`src/rtl/fifo_rd_packer.sv`:
```
// Read-side consumer for a FWFT FIFO: pops 16-bit words and packs pairs into
// 32-bit valid/ready beats, with flush closing a pending odd word as a half beat.
module fifo_rd_packer #(
  parameter int WIDTH = 16
) (
  input  logic               clk,
  input  logic               rst,
  input  logic               fifo_empty,
  input  logic [WIDTH-1:0]   fifo_rdata,
  output logic               fifo_rd_en,
  input  logic               flush,
  output logic               out_valid,
  input  logic               out_ready,
  output logic [2*WIDTH-1:0] out_data,
  output logic [1:0]         out_keep,
  output logic [15:0]        beat_count
);

  typedef enum logic [1:0] {
    S_EMPTY,
    S_HALF,
    S_FULL
  } state_t;

  state_t           state;
  logic [WIDTH-1:0] low_word;
  logic             fire;

  assign fire = out_valid & out_ready;

  // A presented beat only frees its slot when the sink takes it, so popping
  // in FULL is allowed exactly when the beat leaves on the same edge.
  assign fifo_rd_en = !rst && !fifo_empty && (state != S_FULL || out_ready);

  // NOTE: sequential state uses non-blocking assignments so every register
  // samples pre-edge values regardless of statement order.
  always_ff @(posedge clk or posedge rst) begin
    if (rst) begin
      state      <= S_EMPTY;
      low_word   <= '0;
      out_valid  <= 1'b0;
      out_data   <= '0;
      out_keep   <= 2'b00;
      beat_count <= 16'h0000;
    end else begin
      if (fire) begin
        beat_count <= beat_count + 16'd1;
      end

      unique case (state)
        S_EMPTY: begin
          if (fifo_rd_en) begin
            low_word <= fifo_rdata;
            state    <= S_HALF;
          end
        end

        S_HALF: begin
          if (fifo_rd_en) begin
            out_data  <= {fifo_rdata, low_word};
            out_keep  <= 2'b11;
            out_valid <= 1'b1;
            state     <= S_FULL;
          end else if (flush) begin
            out_data  <= {{WIDTH{1'b0}}, low_word};
            out_keep  <= 2'b01;
            out_valid <= 1'b1;
            state     <= S_FULL;
          end
        end

        S_FULL: begin
          if (fire) begin
            out_valid <= 1'b0;
            if (fifo_rd_en) begin
              low_word <= fifo_rdata;
              state    <= S_HALF;
            end else begin
              state <= S_EMPTY;
            end
          end
        end

        default: begin
          state     <= S_EMPTY;
          out_valid <= 1'b0;
        end
      endcase
    end
  end

endmodule

```
`config.mk`:
```
export PLATFORM = sky130hd
export DESIGN_NAME = fifo_rd_packer
export DESIGN_NICKNAME = d
export VERILOG_FILES = /design/src/rtl/fifo_rd_packer.sv
export SDC_FILE = /design/constraint.sdc
export NUM_CORES = 1
export LEC_CHECK = 0
export ABC_AREA = 0
export CORE_ASPECT_RATIO = 0.8
export CORE_MARGIN = 5
export CORE_UTILIZATION = 47
export CTS_BUF_LIST = sky130_fd_sc_hd__clkbuf_16
export CTS_CLUSTER_SIZE = 14
export DETAILED_ROUTE_END_ITERATION = 10
export GPL_TIMING_DRIVEN = 0
export PLACE_DENSITY = 0.78
export REMOVE_ABC_BUFFERS = 1
export SYNTH_ARGS = -nofsm -noshare
export SYNTH_HDL_FRONTEND = slang
export SYNTH_SLANG_ARGS = --single-unit
```
`constraint.sdc`:
```
create_clock -name clk -period 2.9 [get_ports clk]
set_clock_uncertainty 0.2 [all_clocks]
set_input_delay 0.58 -clock clk [delete_from_list [all_inputs] [get_ports clk]]
set_output_delay 0.58 -clock clk [all_outputs]
set_load 0.1 [all_outputs]
```
### Clock distribution

(6 px per um)
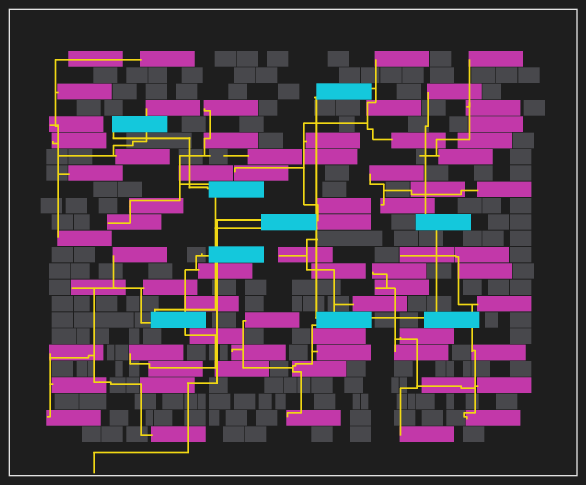
[cells driving clock nets] cyan | count: 9
[flip-flops] magenta | count: 69
[clock wires] yellow | length: 806 um
routed clock nets: 10
Worst-Skew Late Latency: 0.32 ns

### Layout detail

Region (35, 26) to (60, 51) um. Cells in gray, sequential cells in the stronger gray; small squares are vias.
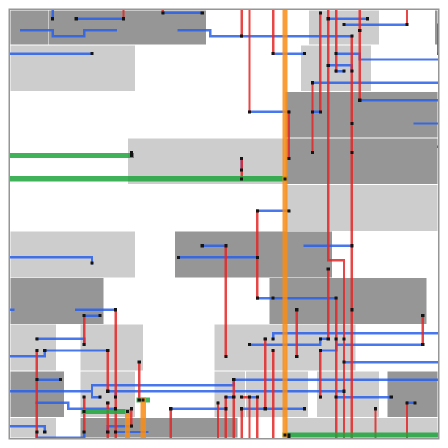
[met2] red
[met4] orange
[met3] green
[met1] blue
cells with their middle in the window: 20
most frequent: dfrtp_1 (6), mux2_2 (4)
sequential cells in the window: 6
netlist names of flops here include: out_data (4), low_word (2)

==> impl_metrics.csv <==
group,metric,value,unit
run_status,outcome,"complete, no violations",
worst_setup_path,critPathMaxStageDelay,0.59,ns
synth,yosysChipArea,2676,um^2
synth,yosysCellCount,184,
final_layout,n_fill_cell,429,
global_routing,grt_max_degree,70,
global_routing,grt_pass1_vias,1831,
worst_setup_path,regToRegEndpoint,"low_word[0]",
synth,ys_ff,69,
worst_setup_path,crit_family,"buffers and inverters",
worst_setup_path,worstSetupEndpointType,"primary output",
synth,synth_top_cell_by_area,"dfrtp_1",
worst_setup_path,start_kind,"input port",
synth,top_cells_by_area,"dfrtp_1 (65%), mux2_2 (13%), a22o_1 (5.2%)",
final_layout,area.growth.synth_to_final,41.47,%
detailed_routing,drt_iter0_drc,52,
worst_setup_path,r2r_start,"out_valid",
timing,setup_viol,0,
timing,slew-limit-headroom,18.61,%
synth,synthSimpleGateAreaFrac,6.592,%
cts,post_cts_buffers,0,
synth,fa_ha_area_share,0.4675,%
global_routing,globalRouteOverflowTotal,0,
cts,cts.sink_count,69,
### Clock routing

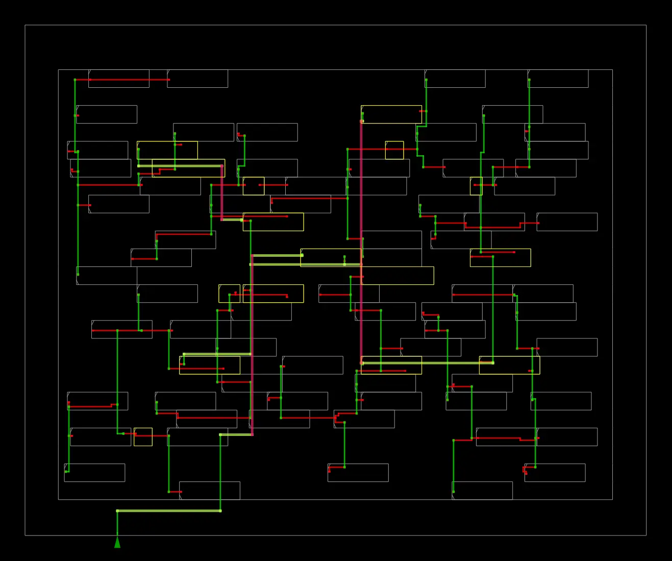
Flops: 69
clock buffers: 9
total CTS buffers: 9

## registers in the layout (all words and copies together), names as in the netlist
register / flops
low_word: 16
beat_count: 16
out_data: 32
state: 2
out_keep: 2
out_valid: 1
## worst min path at each step
stage                              start        endpoint  slack, ns  depth (start not counted)
after floorplan              low_word[0]     out_data[0]       0.25                          1
after global placement       out_keep[0]     out_keep[0]       0.25                          1
after detailed placement     out_keep[0]     out_keep[0]       0.25                          1
after CTS                    out_keep[0]     out_keep[0]       0.27                          1
after global routing      beat_count[15]  beat_count[15]       0.29                          1
final                        out_keep[0]     out_keep[0]       0.26                          1
## metrics by stage
| step | worst slack (ns) | instances | area, um^2 | utilization, % |
|---|---|---|---|---|
| after floorplan | -0.7733 | 177 | 2639 | - |
| after global placement | -0.8791 | 327 | 3457 | 62.91 |
| final | 0.08860 | 343 | 3786 | 68.90 |
| after global routing | 0.01178 | 343 | 3786 | 68.90 |
| after detailed placement | -0.4678 | 327 | 3462 | 63.00 |
| after CTS | 0.08091 | 343 | 3786 | 68.90 |
## metal layers
metal / up-vias / share of wire [%]
met5: - / 0
met3: 11 / 4.5
met2: 48 / 47
met4: 0 / 2.3
li1: 803 / -
met1: 849 / 46
## cell type report
| type | instances | area share, % |
|---|---|---|
| Multi-Input combinational cell | 106 | 23.96 |
| Timing Repair Buffer | 72 | 19.07 |
| Inverter | 2 | 0.2644 |
| Clock inverter | 7 | 2.578 |
| Tap cell | 78 | 2.578 |
| Clock buffer | 9 | 5.948 |
| Sequential cell | 69 | 45.60 |
## worst register-to-register path, stage by stage, from the launching register on
cell and delay [ns]:
dfrtp_1 0.43, nand2_2 0.14, a2111oi_4 1.05, mux2_2 0.44
